$ cat src/rtl/dram_arb_pkg.sv
// Shared types and defaults for the two-master DRAM arbiter.
package dram_arb_pkg;

    typedef enum logic {
        PRI   = 1'b0,
        FORCE = 1'b1
    } arb_state_e;

    localparam int DEF_STARVE_LIMIT = 4;
    localparam int DEF_CNT_W        = 3;

    localparam int M0 = 0;
    localparam int M1 = 1;

endpackage

$ cat src/rtl/arb_starve_counter.sv
// Saturating count of consecutive denied master-1 cycles; flags the last
// tolerated denial so the arbiter can force a grant next cycle.
module arb_starve_counter
    import dram_arb_pkg::*;
#(
    parameter int CNT_W = DEF_CNT_W,
    parameter int LIMIT = DEF_STARVE_LIMIT
) (
    input  logic clk,
    input  logic rst,
    input  logic inc,
    input  logic clr,
    output logic limit_hit
);

    logic [CNT_W-1:0] cnt_q, cnt_d;

    always_comb begin
        cnt_d = cnt_q;
        if (clr)
            cnt_d = '0;
        else if (inc && cnt_q != '1)
            cnt_d = cnt_q + 1'b1;
    end

    always_ff @(posedge clk) begin
        if (rst)
            cnt_q <= '0;
        else
            cnt_q <= cnt_d;
    end

    assign limit_hit = (cnt_q == CNT_W'(LIMIT - 1));

endmodule

$ cat src/rtl/dram_arbiter.sv
// Fixed-priority arbiter sharing the async-read data DRAM between the CPU (m0)
// and a secondary master (m1); m1 gets a one-cycle forced grant when starved.
module dram_arbiter
    import dram_arb_pkg::*;
#(
    parameter int ADDR_W       = 32,
    parameter int DATA_W       = 32,
    parameter int STARVE_LIMIT = DEF_STARVE_LIMIT,
    parameter int CNT_W        = DEF_CNT_W
) (
    input  logic              cpu_clk,
    input  logic              cpu_rst,
    input  logic              m0_req,
    input  logic              m0_we,
    input  logic [ADDR_W-1:0] m0_addr,
    input  logic [DATA_W-1:0] m0_wdata,
    output logic              m0_gnt,
    output logic [DATA_W-1:0] m0_rdata,
    input  logic              m1_req,
    input  logic              m1_we,
    input  logic [ADDR_W-1:0] m1_addr,
    input  logic [DATA_W-1:0] m1_wdata,
    output logic              m1_gnt,
    output logic [DATA_W-1:0] m1_rdata,
    output logic [ADDR_W-1:0] dram_addr,
    output logic              dram_we,
    output logic [DATA_W-1:0] dram_wdata,
    input  logic [DATA_W-1:0] dram_rdata,
    output logic              m1_forced
);

    arb_state_e state_q, state_d;
    logic [1:0] gnt;
    logic       m1_denied;
    logic       limit_hit;

    // Grants are held low during reset so nothing reaches the DRAM write port.
    always_comb begin
        gnt = '0;
        if (!cpu_rst) begin
            if (state_q == FORCE) begin
                gnt[M1] = m1_req;
                gnt[M0] = m0_req & ~m1_req;
            end else begin
                gnt[M0] = m0_req;
                gnt[M1] = m1_req & ~m0_req;
            end
        end
    end

    assign m0_gnt    = gnt[M0];
    assign m1_gnt    = gnt[M1];
    assign m1_forced = ~cpu_rst & (state_q == FORCE) & m1_req;
    assign m1_denied = ~cpu_rst & (state_q == PRI) & m1_req & ~gnt[M1];

    always_comb begin
        dram_addr  = '0;
        dram_wdata = '0;
        dram_we    = 1'b0;
        if (gnt[M0]) begin
            dram_addr  = m0_addr;
            dram_wdata = m0_wdata;
            dram_we    = m0_we;
        end else if (gnt[M1]) begin
            dram_addr  = m1_addr;
            dram_wdata = m1_wdata;
            dram_we    = m1_we;
        end
    end

    assign m0_rdata = gnt[M0] ? dram_rdata : '0;
    assign m1_rdata = gnt[M1] ? dram_rdata : '0;

    always_comb begin
        state_d = state_q;
        case (state_q)
            PRI:     if (m1_denied && limit_hit) state_d = FORCE;
            FORCE:   state_d = PRI;
            default: state_d = PRI;
        endcase
    end

    always_ff @(posedge cpu_clk) begin
        if (cpu_rst)
            state_q <= PRI;
        else
            state_q <= state_d;
    end

    // Any cycle that is not a denied PRI request restarts the starvation count.
    arb_starve_counter #(
        .CNT_W (CNT_W),
        .LIMIT (STARVE_LIMIT)
    ) u_starve (
        .clk       (cpu_clk),
        .rst       (cpu_rst),
        .inc       (m1_denied),
        .clr       (~m1_denied),
        .limit_hit (limit_hit)
    );

endmodule

$ cat config.mk
export PLATFORM = sky130hd
export DESIGN_NAME = dram_arbiter
export DESIGN_NICKNAME = d
export VERILOG_FILES = /design/src/rtl/dram_arb_pkg.sv /design/src/rtl/arb_starve_counter.sv /design/src/rtl/dram_arbiter.sv
export SDC_FILE = /design/constraint.sdc
export NUM_CORES = 1
export LEC_CHECK = 0
export ABC_AREA = 1
export CAP_MARGIN = 30
export CORE_AREA = 2 2 114 116
export CTS_CLUSTER_DIAMETER = 50
export DETAILED_ROUTE_END_ITERATION = 12
export DIE_AREA = 0 0 116 118
export GPL_ROUTABILITY_DRIVEN = 1
export GPL_TIMING_DRIVEN = 1
export PLACE_DENSITY = 0.57
export SKIP_LAST_GASP = 1
export SLEW_MARGIN = 10
export SYNTH_ARGS = -nofsm -noshare
export SYNTH_HDL_FRONTEND = slang
export SYNTH_SLANG_ARGS = --single-unit
$ cat constraint.sdc
create_clock -name cpu_clk -period 3 [get_ports cpu_clk]
set_clock_uncertainty 0.1 [all_clocks]
set_input_delay 0.6 -clock cpu_clk [delete_from_list [all_inputs] [get_ports cpu_clk]]
set_output_delay 0.6 -clock cpu_clk [all_outputs]
set_load 0.1 [all_outputs]
==> run_1/metal_density.png <==
The die is cut into 23 by 24 equal tiles; white is low, dark blue is high, scaled to the fullest tile. Values are wire area over tile area, all layers added.
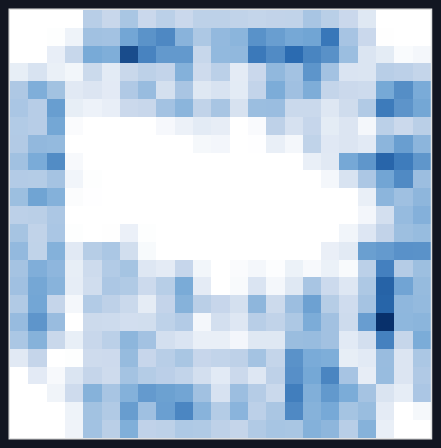
emptiest ninth of the die	centre
fullest tile	0.55
densest ninth of the die	lower right
mean over tiles	0.14
nearly empty tiles	23%

==> run_1/layer_met2.png <==
Scale bar: 20 um.
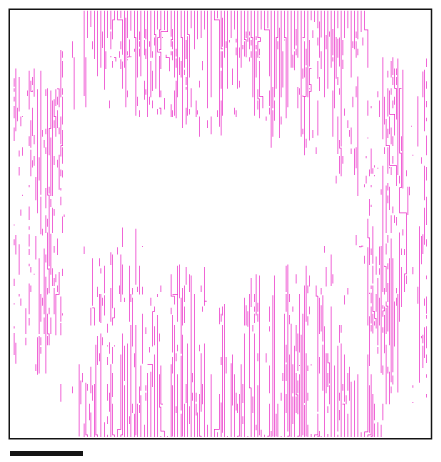
share of all routed wire	56%
nets with wire on the layer	671
wire length on this layer	6500 um
overall via count from detail_route: 3230
post-detailed-routing wire length: 11.6 mm
met2 layer usage reported by global route: 32.2%

==> results.txt, run 1 <==
Results of the run.

The CTS tree is done. The area taken by flip-flops and latches is 80.1 um^2. The ratio of final minimum period to clock period is 96.9%. The number of tap cells added at floorplan is 172. At the later pin of the worst-skew pair, clock insertion delay measures 0.22 ns.

The wire length of the first global-routing pass is 17.6 mm. Setup total negative slack on the finished layout was measured at 0 ns. The worst relative slew slack is 66.9%. In the Yosys report, the sequential cells make up 5.05% of the chip area.

The clock input transition at the sequential cells of the worst setup and hold paths is 0.03 ns. The finished cells cover 0.00619 mm^2. The sequential cell count is 4.

For reference, the critical path cell chain is clkdlybuf4s50_1 -> nand2_1 -> nor2_4 -> inv_1 -> buf_12 -> nor2_1 -> buf_12. The diode insertion count for antenna repair is 0. The number of inverters outside the clock class in the layout is 41. The detailed router's first-iteration violation count is 105. The number of antenna violations at the first check in global routing is 0. The signed area change from the synthesized netlist to the final layout is 290%. Looking at the gate-level netlist, the highest instance count belongs to sky130_fd_sc_hd__nand2_1. Among the stages of the critical path, the cell type that occurs most often is sky130_fd_sc_hd__buf_12. The clock network contribution to total cell area is 1.21%. The flop share of the area is 1.29%. Post-synth the commonest register cell is sky130_fd_sc_hd__dfxtp_1. CTS added clock buffers totalling 3.

The synthesized instance count is 351. The number of warnings the tools reported is 28. After floorplanning, the core was sized to cover 0.0124 mm^2.

The async set-or-reset flop fraction in the synthesized netlist is 0%. Leaving out buffers and inverters, the combinational logic in the layout accounts for 0.00126 mm^2. The flow reported a cell area power density of 265 mW/mm^2. According to the timing report, the critical path is launched from m1_req. The buffering stage count on the worst path with inverters included is 4. Across the VDD grid, the largest voltage drop is 0.154 mV. The number of nets at floorplan is 520. Non-clock buffering takes up 71.2% of total cell area after layout.

The half-perimeter wire length after placement is 10.1 mm. The design draws 1640 uW. Static timing analysis puts the maximum clock frequency at 344 MHz. The slew at the pin closest to its max-slew limit is 0.497 ns. The number of standard cells reported by yosys is 351.

The worst endpoint required time is 2.30 ns. In this run the remaining antenna-violating nets after routing total 0. Summing all placed instances gives a cell area of 0.00611 mm^2. The cell at the root of the clock tree is sky130_fd_sc_hd__clkbuf_16.

In the finished layout, the clock tree contains a buffer count of 3. From the final report, the count of setup violators was given as 0. The post-route netlist has 28.3% of its cells at a drive strength greater than 1. The portion of synthesized cell area occupied by the leading cell type is 31.9%. The distinct cell type count of the synthesized netlist is 16. The start point of the worst min-delay path is u_starve.cnt_q[1]. By area, non-clock buffers come first.

The die extent in y is 118 um. After synthesis, the cell types taking the most area are sky130_fd_sc_hd__nand2_1 32%, sky130_fd_sc_hd__nand3_1 21%, sky130_fd_sc_hd__nor2_1 17%. In this run the core area contains 41 standard-cell rows. The total congestion overflow after global routing is 0. The ratio of routed vias to standard cells is 4.00.

The summed instance area of the synthesized netlist is 0.00159 mm^2. The multi-input gate share of total cell area is 20.4%. The cell type that accounts for the most area after synthesis is sky130_fd_sc_hd__nand2_1. The die is 116 um wide. The synthesis report lists the Yosys warning total as 0. After detailed routing, the number of remaining DRC violations is 0. The layout has 1193 filler cells. Counting along the longest clock path gives a buffer depth of 2. Per the CTS log, the maximum H-tree level is 1. Once synthesis finished, the tally of register bits stood at 4.

For reference, the final report shows the max-slew violation count at 0. The run finished with clean final reports. The total number of multi-input combinational cells is 279. On the critical path the largest part of the delay comes from buffers and inverters. The final critical delay including setup and external delays is 2.91 ns. Of all nets on the critical path, the largest fanout is 32. For this design, the sink count on the clock tree is 4. The most numerous logic cell after layout is sky130_fd_sc_hd__clkdlybuf4s50_1. The utilization after layout is 49.8%. In the layout the commonest cells are 165 x sky130_fd_sc_hd__clkdlybuf4s50_1, 134 x sky130_fd_sc_hd__nand2_1, 134 x sky130_fd_sc_hd__buf_12. The number of signal-net buffers in the layout is 308. For this design, the slowest cell found on the critical path is sky130_fd_sc_hd__clkdlybuf4s50_1. The total cell area reported by yosys after synthesis is 0.00159 mm^2. RePlAce ended its routability-driven mode at a weighted congestion of 0.872. Hold-check failures listed in the final report amount to 0.
==> run_1/io_fan.png <==
Scale bar: 20 um.
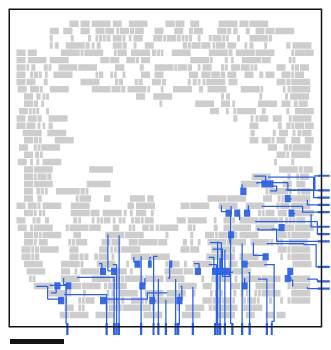
port	colour	direction	edge	end cells	buffers	wire
m0_rdata	blue	output	21 bottom, 11 right	32	32	903 um

-- run 1: flip-flops by register name, indices dropped and copies added (netlist names) --
register,flops
state_q,1
u_starve.cnt_q,3
-- run 1: cell families after synthesis --
group,Yosys count,share of synthesized area (%)
and+or+nand+nor,272,69.6
buffers and inverters,68,21.2
DFF,4,5.05
AOI/OAI and AO/OA,3,1.18
adders and majority gates,3,2.37
xor gates and xnor gates,1,0.552
-- run 1: per-stage QoR --
stage                     instances  worst slack [ns]  hold WS, ns
final                           807            0.0921        0.375
after global routing            807            0.0101        0.393
after CTS                       807            0.0898        0.378
after detailed placement        804            0.0903        0.373
after global placement          804             0.134        0.345
after floorplan                 351            -0.100        0.340
-- run 1: layer usage --
| metal | global-route usage (%) | vias to the layer above | routed length, um |
|---|---|---|---|
| met5 | 0 | - | 0 |
| met4 | 2.23 | 0 | 127 |
| met3 | 3.45 | 10 | 887 |
| met2 | 32.2 | 160 | 6500 |
| met1 | 17.3 | 1436 | 4050 |
| li1 | - | 1624 | - |
-- run 1: worst paths after layout --
path / end / slack (ns) / depth (start not counted)
max: m1_rdata[12] / 0.09 / 7
min: u_starve.cnt_q[1] / 0.37 / 2
max reg2reg: u_starve.cnt_q[2] / 1.76 / 5
min reg2reg: u_starve.cnt_q[1] / 0.37 / 2
-- run 1: power by group --
group          switching (uW)  internal, uW  leakage, uW
clock network            34.1           170    0.0000370
logic                     837           542      0.00275
registers               0.472          54.3    0.0000324
total                     872           767      0.00282
-- run 1: timing repair --
action / in CTS / in global routing
setup endpoints to repair: 0 / 1
hold buffers: 0 / 0
resized: 0 / 1
-- run 1: worst reg2reg max path: cells and delay by family (launching register included) --
family                     cells  cell delay [ns]
and+or+nand+nor                2             0.09
DFF                            1             0.31
AOI/OAI and AO/OA              1             0.11
adders and majority gates      2             0.52
==> run 2, diff against run 1 <==
--- a/config.mk
+++ b/config.mk
@@ -11,7 +11,7 @@
 export CTS_CLUSTER_DIAMETER = 50
 export DETAILED_ROUTE_END_ITERATION = 12
 export DIE_AREA = 0 0 116 118
-export GPL_ROUTABILITY_DRIVEN = 1
+export GPL_ROUTABILITY_DRIVEN = 0
 export GPL_TIMING_DRIVEN = 1
 export PLACE_DENSITY = 0.57
 export SKIP_LAST_GASP = 1
==> run_2/io_fan.png <==
Scale bar: 20 um.
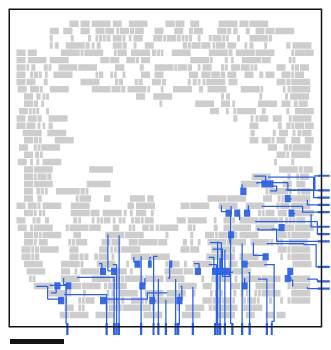
port	colour	direction	edge	end cells	buffers	wire
m0_rdata	blue	output	21 bottom, 11 right	32	32	903 um

==> run 2 against run 1 <==
Against the previous run: sequential power hardly changed; final cell count did not move; first-iteration DRC count did not move; critical path depth stayed put; wire length is the same; critical path type unchanged; sequential cell count unchanged.
==> results.txt, run 2 <==
Results of the run.

The number of antenna violations at the first check in global routing is 0 (unchanged). The registers reported with the highest flop counts are u_starve.cnt_q (3), state_q (1). The worst endpoint data arrival time is 2.21 ns.

The post-synthesis cell count is 351 (unchanged). The slew at the pin closest to its max-slew limit was 0.497 ns (unchanged). The iteration tally of the first detailed-router pass is 5. The max-slew violation count is 0 (unchanged).

The peak supply drop is 0.154 mV (unchanged). The ratio of routed vias to standard cells is 4.00 (unchanged). Looking at the reg2reg group, the worst path starts from u_starve.cnt_q[0]. The row count is 41 (unchanged). The final wirelength came to 11.6 mm (unchanged).

The overall via count from detail_route is 3230 (unchanged). The ratio of final minimum period to clock period is 96.9% (unchanged). The post-route cell area is 0.00619 mm^2 (unchanged). The number of antenna-violating nets in the routed design is 0 (unchanged).

Among all cell types in the netlist, the one instantiated most often is sky130_fd_sc_hd__nand2_1. The cell depth of the worst flop-to-flop path is 5 (unchanged). The combinational group power is 1380 uW (about the same). The highest-delay cell along the critical path is sky130_fd_sc_hd__clkdlybuf4s50_1. The distinct cell type count of the synthesized netlist is 16 (unchanged). The detailed-route DRC error count was 0 (unchanged). The number of global-route vias before repair is 3201.

The top-level I/O count is 298. Ranking logic cells in the layout by count gives the top entries 165 x sky130_fd_sc_hd__clkdlybuf4s50_1, 134 x sky130_fd_sc_hd__nand2_1, 134 x sky130_fd_sc_hd__buf_12. The most numerous logic cell after layout is sky130_fd_sc_hd__clkdlybuf4s50_1. The utilization after layout is 49.8% (unchanged). The summed instance area of the synthesized netlist came to 0.00159 mm^2 (unchanged).

The number of flip-flops and latches in the synthesized netlist was 4 (unchanged). The number of max-cap violations is 0. The critical path endpoint category is a primary output. The worst endpoint required time came to 2.30 ns (about the same). The launching element type of the critical path is an input pin. Setup repair after global routing left no endpoint under its margin. The clock input transition at the sequential cells of the worst setup and hold paths came to 0.03 ns (about the same). The internal reg-to-reg setup slack is 1.76 ns (about the same).

Per STA, the startpoint of the critical path is m1_req. In the global route stage, overall resource usage came out at 16.2%. The number of warnings the tools reported is 28 (unchanged). The sum of routed wire segments on met1 is 4.05 mm (unchanged).

The core area is 0.0124 mm^2 (unchanged). The clock latency at the later pin of the worst-skew pair is 0.22 ns (about the same). The number of cells after detailed placement is 804 (unchanged). The synthesized design contains 0 enable-type register cells.

The async set-or-reset flop fraction in the synthesized netlist is 0% (unchanged). The pin count of the biggest net entering global routing is 48. The total cell area reported by yosys after synthesis is 0.00159 mm^2 (unchanged). The combinational group share of total power is 84.2% (about the same). The final hold violation count is 0 (unchanged). The setup violation total in the final timing report was 0 (unchanged). The met2 layer wire length in the routed design is 6.50 mm (unchanged). The proportion of layout cells with a drive suffix above 1 is 28.3% (unchanged). Yosys reports that the most numerous cell types are 135 x sky130_fd_sc_hd__nand2_1, 71 x sky130_fd_sc_hd__nor2_1, 65 x sky130_fd_sc_hd__nand3_1.

The power per cell area is 265 mW/mm^2 (unchanged). The smallest setup slack after layout is 0.0921 ns (unchanged). The total congestion overflow after global routing is 0 (unchanged). The net switching fraction of the power is 53.2% (unchanged). The routed length on met3 is 887 um (unchanged).

The final non-filler cell total was 807 (unchanged). The half-perimeter wire length after placement is 10.1 mm (unchanged). The worst reg2reg path endpoint is u_starve.cnt_q[2]. The number of flip-flops in the largest register was 3 (unchanged). After the last flow step, the layout net total stands at 806. The pre-CTS setup slack is 0.0903 ns (unchanged). The die extent in y is 118 um (unchanged).

The largest incremental delay on the critical path is 0.55 ns. The cell at the root of the clock tree is sky130_fd_sc_hd__clkbuf_16. The portion of total power attributed to sequential cells is 3.3% (about the same). The top layer used by detailed routing is met4. The final critical delay including setup and external delays is 2.91 ns (unchanged). TritonCTS built the clock tree. The total CTS buffers is 3 (unchanged).

The clock tree buffer depth is 2 (unchanged). The synthesis report lists the most area-consuming cells as sky130_fd_sc_hd__nand2_1 32%, sky130_fd_sc_hd__nand3_1 21%, sky130_fd_sc_hd__nor2_1 17%. The power of the sequential group was 54.8 uW (about the same). The diode insertion count for antenna repair came to 0 (unchanged). The total net switching power is 872 uW (unchanged). The cell taking the most area after synthesis is sky130_fd_sc_hd__nand2_1. The clock share of power came to 12.5% (about the same). The maximum clock frequency came to 344 MHz (unchanged).

The power dissipated in the clock network is 204 uW (about the same). The CTS H-tree depth is 1 (unchanged). The die boundary width is 116 um (unchanged). The overall die area is 0.0137 mm^2.

The main power-consuming group is combinational logic. The sequential fraction of the synthesis area is 5.05% (unchanged). The wire length of the first global-routing pass is 17.6 mm (unchanged). The routed length per placed instance is 14.3 um. The cell area after placement is 0.00611 mm^2 (unchanged). The clock sink count is 4 (unchanged). The number of nets at floorplan was 520 (unchanged). The critical path goes through clkdlybuf4s50_1 -> nand2_1 -> nor2_4 -> inv_1 -> buf_12 -> nor2_1 -> buf_12.

The detailed router's first-iteration violation count is 105 (unchanged). The most used flip-flop cell is sky130_fd_sc_hd__dfxtp_1. The class of the most critical hold timing path is reg -> reg. Ranked by flip-flop count, first place goes to u_starve.cnt_q. The total power is 1640 uW (unchanged). In the floorplan report the effective utilization is 12.8%.

The critical path ends at m1_rdata[12]. The average cell area after synthesis is 4.52 um^2. The signed area change from the synthesized netlist to the final layout is 290% (unchanged). Input and output buffers added on the ports amount to 297.

The total negative slack for setup checks came to 0 ns (unchanged). The power report puts the leakage power at 0.00282 uW. The number of standard cells reported by yosys is 351 (unchanged). The worst relative slew slack is 66.9% (unchanged).

The portion of synthesized cell area occupied by the leading cell type came to 31.9% (unchanged). The worst hold slack across all endpoints is 0.375 ns (unchanged). The number of hold buffers added after cts came to 0 (unchanged). The run finished with clean final reports. The number of synthesis warnings is 0 (unchanged). By instance count, the cell type seen most on the critical path is sky130_fd_sc_hd__buf_12.

For reference, the most critical setup path is categorized as in -> out. The top fanout value on the critical path was 32 (unchanged). The internal power came to 767 uW (unchanged).
## run 2: cell counts in the layout (fill, tap and decap cells not counted)
No cell type changed its count.
## run 2: cell families (layout without fill, tap and decap cells)
logic type	after synthesis	after routing	share of synthesized area [%]
AOI/OAI and AO/OA	3	3	1.18
buffers and inverters	68	352	21.2
DFF	4	4	5.05
xor gates and xnor gates	1	1	0.552
adders and majority gates	3	3	2.37
and+or+nand+nor	272	272	69.6
## run 2: routing by layer
layer  GRT usage, %  up-vias
met4           2.23        0
met1           17.3     1436
met2           32.2      160
li1               -     1624
met5              0        -
met3           3.45       10
## run 2: area by class of cell
| class | count | area [um^2] |
|---|---|---|
| Multi-Input combinational cell | 279 | 1260 |
| Timing Repair Buffer | 308 | 4400 |
| Tap cell | 172 | 215 |
| Sequential cell | 4 | 80.1 |
| Inverter | 41 | 154 |
| Clock buffer | 3 | 75.1 |
| Fill cell | 1193 | 6230 |
## run 2: what timing repair did
item / CTS / global route
setup buffers: 0 / 0
setup endpoints to repair: 0 / 1
hold endpoints to repair: 0 / 0
gates resized: 0 / 1
## run 2: worst min path at each step
stage / end / start / cells after the start / slack (ns)
floorplan: u_starve.cnt_q[1] / u_starve.cnt_q[1] / 2 / 0.34
global placement: u_starve.cnt_q[1] / u_starve.cnt_q[1] / 2 / 0.35
finish: u_starve.cnt_q[1] / u_starve.cnt_q[1] / 2 / 0.37
CTS: u_starve.cnt_q[1] / u_starve.cnt_q[1] / 2 / 0.38
detailed placement: u_starve.cnt_q[1] / u_starve.cnt_q[1] / 2 / 0.37
global route: u_starve.cnt_q[1] / u_starve.cnt_q[1] / 2 / 0.39
## run 2: worst max-delay path, delay by kind of cell
kind / cells / cell delay [ns]
AND/OR/NAND/NOR: 3 / 0.54
buffers and inverters: 4 / 1.03
==> run 3, diff against run 2 <==
--- a/config.mk
+++ b/config.mk
@@ -8,11 +8,13 @@
 export ABC_AREA = 1
 export CAP_MARGIN = 30
 export CORE_AREA = 2 2 114 116
+export CTS_BUF_LIST = sky130_fd_sc_hd__clkbuf_4 sky130_fd_sc_hd__clkbuf_8
 export CTS_CLUSTER_DIAMETER = 50
 export DETAILED_ROUTE_END_ITERATION = 12
 export DIE_AREA = 0 0 116 118
 export GPL_ROUTABILITY_DRIVEN = 0
 export GPL_TIMING_DRIVEN = 1
+export HOLD_SLACK_MARGIN = 0.12
 export PLACE_DENSITY = 0.57
 export SKIP_LAST_GASP = 1
 export SLEW_MARGIN = 10
==> run_3/layer_met2.png <==
Scale bar: 20 um.
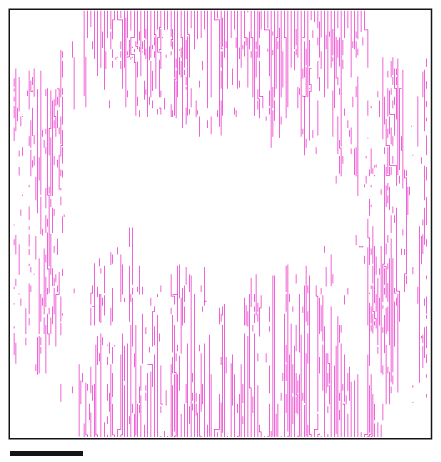
main direction	vertical
wire length on this layer	6540 um
nets with wire on the layer	672
share of all routed wire	57%
longest straight run	45.9 um

==> run 3 against run 2 <==
Against the previous run: sequential cell count stayed put; non-clock buffer count stayed put; power is 5.6% lower; global-route usage hardly changed; maximum frequency hardly changed; sequential share of layout area hardly changed; critical path type unchanged; critical endpoint unchanged.
==> results.txt, run 3 <==
Results of the run.

The total net switching power is 865 uW (-0.82%). The fraction of the mapped netlist area in simple logic gates was 69.6% (unchanged). The fraction of met3 tracks used by global routing is 3.04% (-0.41 points). The number of flip-flops and latches in the synthesized netlist is 4 (unchanged).

Setup repair after global routing left no endpoint under its margin. The ratio of final minimum period to clock period was 97.0% (about the same). The class of the most critical hold timing path is reg -> reg. The area taken by flip-flops and latches is 80.1 um^2 (unchanged). The distinct cell type count of the synthesized netlist is 16 (unchanged). The combinational group share of total power was 89.1% (+4.9 points). The fraction of the core area occupied by cells at floorplan is 12.8% (unchanged). The post-CTS resize count came to 0 (unchanged). The kind of cell with the highest combined delay along the critical path is buffers and inverters. The max-slew violation count was 0 (unchanged). The setup violation total in the final timing report is 0 (unchanged). The number of antenna-violating nets in the routed design is 0 (unchanged). The overall die area is 0.0137 mm^2 (unchanged). The footprint of the multi-input gates came to 0.00126 mm^2 (unchanged). The portion of synthesized cell area occupied by the leading cell type is 31.9% (unchanged). The total leakage power is 0.00281 uW (-0.55%).

The overall via count from detail_route is 3218 (-0.37%). The number of global-route vias before repair was 3190 (-0.34%). The clock latency at the later pin of the worst-skew pair was 0.22 ns (about the same). The layout filler cell count is 1195 (+0.17%).

The number of nets at floorplan is 520 (unchanged). The top-level I/O count is 298 (unchanged). The peak supply drop is 0.173 mV (+12%).

For reference, the critical path cell chain is clkdlybuf4s50_1 -> nand2_1 -> nor2_4 -> inv_1 -> buf_12 -> nor2_1 -> buf_12. For this run, the leading register cell type out of synthesis is sky130_fd_sc_hd__dfxtp_1. The detailed router's first-iteration violation count is 90 (-14%).

The sequential fraction of the synthesis area is 5.05% (unchanged). The buffering stage count on the worst path with inverters included is 4 (unchanged). The number of max-cap violations is 0 (unchanged).

The diode insertion count for antenna repair is 0 (unchanged). The clock tree buffer depth is 2 (unchanged). The post-synthesis cell count came to 351 (unchanged). The core area came to 0.0124 mm^2 (unchanged). The cell type with the highest occurrence count on the critical path is sky130_fd_sc_hd__buf_12. The net switching fraction of the power is 55.9% (+2.7 points). The start point of the worst min-delay path is u_starve.cnt_q[1]. The top fanout value on the critical path is 32 (unchanged). The internal reg-to-reg setup slack is 1.76 ns (about the same).

The final hold violation count is 0 (unchanged). The portion of total power attributed to sequential cells was 3.5% (+0.2 points). The critical setup path kind is in -> out. The CTS H-tree depth was 1 (unchanged). The signed area change from the synthesized netlist to the final layout is 288%. The die extent in y is 118 um (unchanged). The total power is 1550 uW (-5.6%). The total congestion overflow after global routing came to 0 (unchanged). The overall global routing resource usage came to 16.2% (about the same). The maximum clock frequency is 344 MHz (about the same).

The most common logic cells in the final layout are 165 x sky130_fd_sc_hd__clkdlybuf4s50_1, 134 x sky130_fd_sc_hd__nand2_1, 134 x sky130_fd_sc_hd__buf_12. The launching element type of the critical path is an input pin. The final wirelength is 11.5 mm (-0.18%). The critical path endpoint category is a primary output. The flow ran to the end, and the final reports show no timing, DRC or antenna violations. The ratio of routed vias to standard cells is 3.99 (-0.37%).

The detailed-route DRC error count is 0 (unchanged). The pre-CTS setup slack is 0.0903 ns (unchanged). The total negative slack for setup checks is 0 ns (unchanged). The global routing met2 resource utilization was 32.4% (+0.18 points). The slowest stage of the critical path is the sky130_fd_sc_hd__clkdlybuf4s50_1 cell.

The area share of and-or/or-and cells after synthesis came to 1.18% (unchanged). The routed length per placed instance is 14.3 um (-0.18%). The iteration tally of the first detailed-router pass is 5 (unchanged).

The share of synthesized cell area in full adder, half adder and majority cells came to 2.37% (unchanged). The number of antenna violations at the first check in global routing is 0 (unchanged). The largest registers in the layout are u_starve.cnt_q (3), state_q (1). The largest incremental delay on the critical path is 0.55 ns (about the same).

The slew at the pin closest to its max-slew limit is 0.483 ns (-0.0132 ns). The cell at the root of the clock tree is sky130_fd_sc_hd__clkbuf_8. The mux contribution to synthesized area is 0% (unchanged). Sorting the synthesized cells by area gives the leading types as sky130_fd_sc_hd__nand2_1 32%, sky130_fd_sc_hd__nand3_1 21%, sky130_fd_sc_hd__nor2_1 17%. The number of flip-flops in the largest register is 3 (unchanged). The wire length of the first global-routing pass came to 17.6 mm (unchanged). The worst relative slew slack is 67.8% (+0.88 points). The number of cells after detailed placement came to 804 (unchanged). The worst endpoint required time is 2.30 ns (about the same).

Ranked by instance count, the synthesized netlist is headed by 135 x sky130_fd_sc_hd__nand2_1, 71 x sky130_fd_sc_hd__nor2_1, 65 x sky130_fd_sc_hd__nand3_1. The final non-filler cell total is 807 (unchanged). The cell taking the most area after synthesis is sky130_fd_sc_hd__nand2_1.

The clock input transition at the sequential cells of the worst setup and hold paths was 0.03 ns (about the same). The number of standard cells reported by yosys is 351 (unchanged). The cell with the most instances after synthesis is sky130_fd_sc_hd__nand2_1.

The internal power is 682 uW (-11%). In this run the most used layer during global routing was met2. TritonCTS built the clock tree. The post-CTS setup buffer count came to 0 (unchanged).

The number of enable flip-flop cells was 0 (unchanged). The half-perimeter wire length after placement is 10.1 mm (unchanged). The die boundary width is 116 um (unchanged). The smallest setup slack after layout came to 0.0903 ns (-0.00180 ns).

The summed instance area of the synthesized netlist is 0.00159 mm^2 (unchanged). The number of port buffers is 297 (unchanged). In the synthesized netlist, the dominant kind of combinational cell is simple AND/OR/NAND/NOR gates.

The total CTS buffers is 3 (unchanged). The total cell area reported by yosys after synthesis is 0.00159 mm^2 (unchanged). The proportion of layout cells with a drive suffix above 1 came to 28.3% (unchanged). The worst endpoint data arrival time is 2.21 ns (about the same). The number of warnings the tools reported is 28 (unchanged). The number of hold buffers added after cts is 0 (unchanged). Ranked by flip-flop count, first place goes to u_starve.cnt_q. The clock sink count is 4 (unchanged).

Looking at the reg2reg group, the worst path starts from u_starve.cnt_q[0]. Among logic cells in the layout, the one with the most instances is sky130_fd_sc_hd__clkdlybuf4s50_1. The final critical delay including setup and external delays is 2.91 ns (+0.00180 ns). The power per cell area came to 251 mW/mm^2 (-5.1%). The met1 track demand over resource in global routing is 17.4% (+0.12 points). The final net count came to 806 (unchanged). The number of synthesis warnings is 0 (unchanged). The clock share of power is 7.3% (-5.2 points).

The origin of the worst setup path is m1_req. The average cell area after synthesis was 4.52 um^2 (unchanged). The pin count of the biggest net entering global routing is 48 (unchanged). The row count is 41 (unchanged). The async set-or-reset flop fraction in the synthesized netlist is 0% (unchanged).

The xor/xnor cell area share of the yosys netlist is 0.552% (unchanged).
## run 3: cell counts after synthesis
No cell type changed its count.
## run 3: worst register-to-register path: cells and delay by family (launching register included)
kind / cells / cell delay [ns]
AND-OR/OR-AND: 1 / 0.11
adder cells (fa/ha/maj): 2 / 0.52
flip-flops: 1 / 0.31
AND/OR/NAND/NOR: 2 / 0.09
## run 3: worst paths after layout
check / depth (start not counted) / endpoint
worst max-delay path: 7 / m1_rdata[12]
worst max register to register: 5 / u_starve.cnt_q[2]
worst min register to register: 2 / u_starve.cnt_q[1]
worst min-delay path: 2 / u_starve.cnt_q[1]
## run 3: layout make-up
| class | count | share of cell area [%] |
|---|---|---|
| flip-flops and latches | 4 | 1.30 |
| multi-input cells | 279 | 20.5 |
| well taps | 172 | 3.50 |
| repair buffers | 308 | 71.5 |
| inverters | 41 | 2.50 |
| clock buffers | 3 | 0.671 |
## run 3: power groups by stage
stage          logic [uW]  clock network, uW  registers (uW)
6_report             1380                113            54.8
5_1_grt              1420                121            54.8
4_1_cts              1390                117            54.8
3_5_place_dp         1380                  0            55.5
3_3_place_gp         1380                  0            55.4
2_1_floorplan         745                  0            55.4
## run 3: metal layers
layer | wire, um | up-vias | part of all wire [%]
li1 | - | 1624 | -
met1 | 4060 | 1436 | 35
met2 | 6540 | 148 | 57
met3 | 841 | 10 | 7.3
met4 | 100 | 0 | 0.87
met5 | 0 | - | 0
## run 3: metrics by stage
stage | util [%] | cell area (um^2) | hold slack [ns]
after floorplan | - | 1660 | 0.340
after global placement | 49.2 | 6110 | 0.345
after detailed placement | 49.2 | 6110 | 0.373
after CTS | 49.5 | 6150 | 0.378
after global routing | 49.6 | 6150 | 0.393
final | 49.6 | 6150 | 0.375
Power and IR drop assume default switching activity.
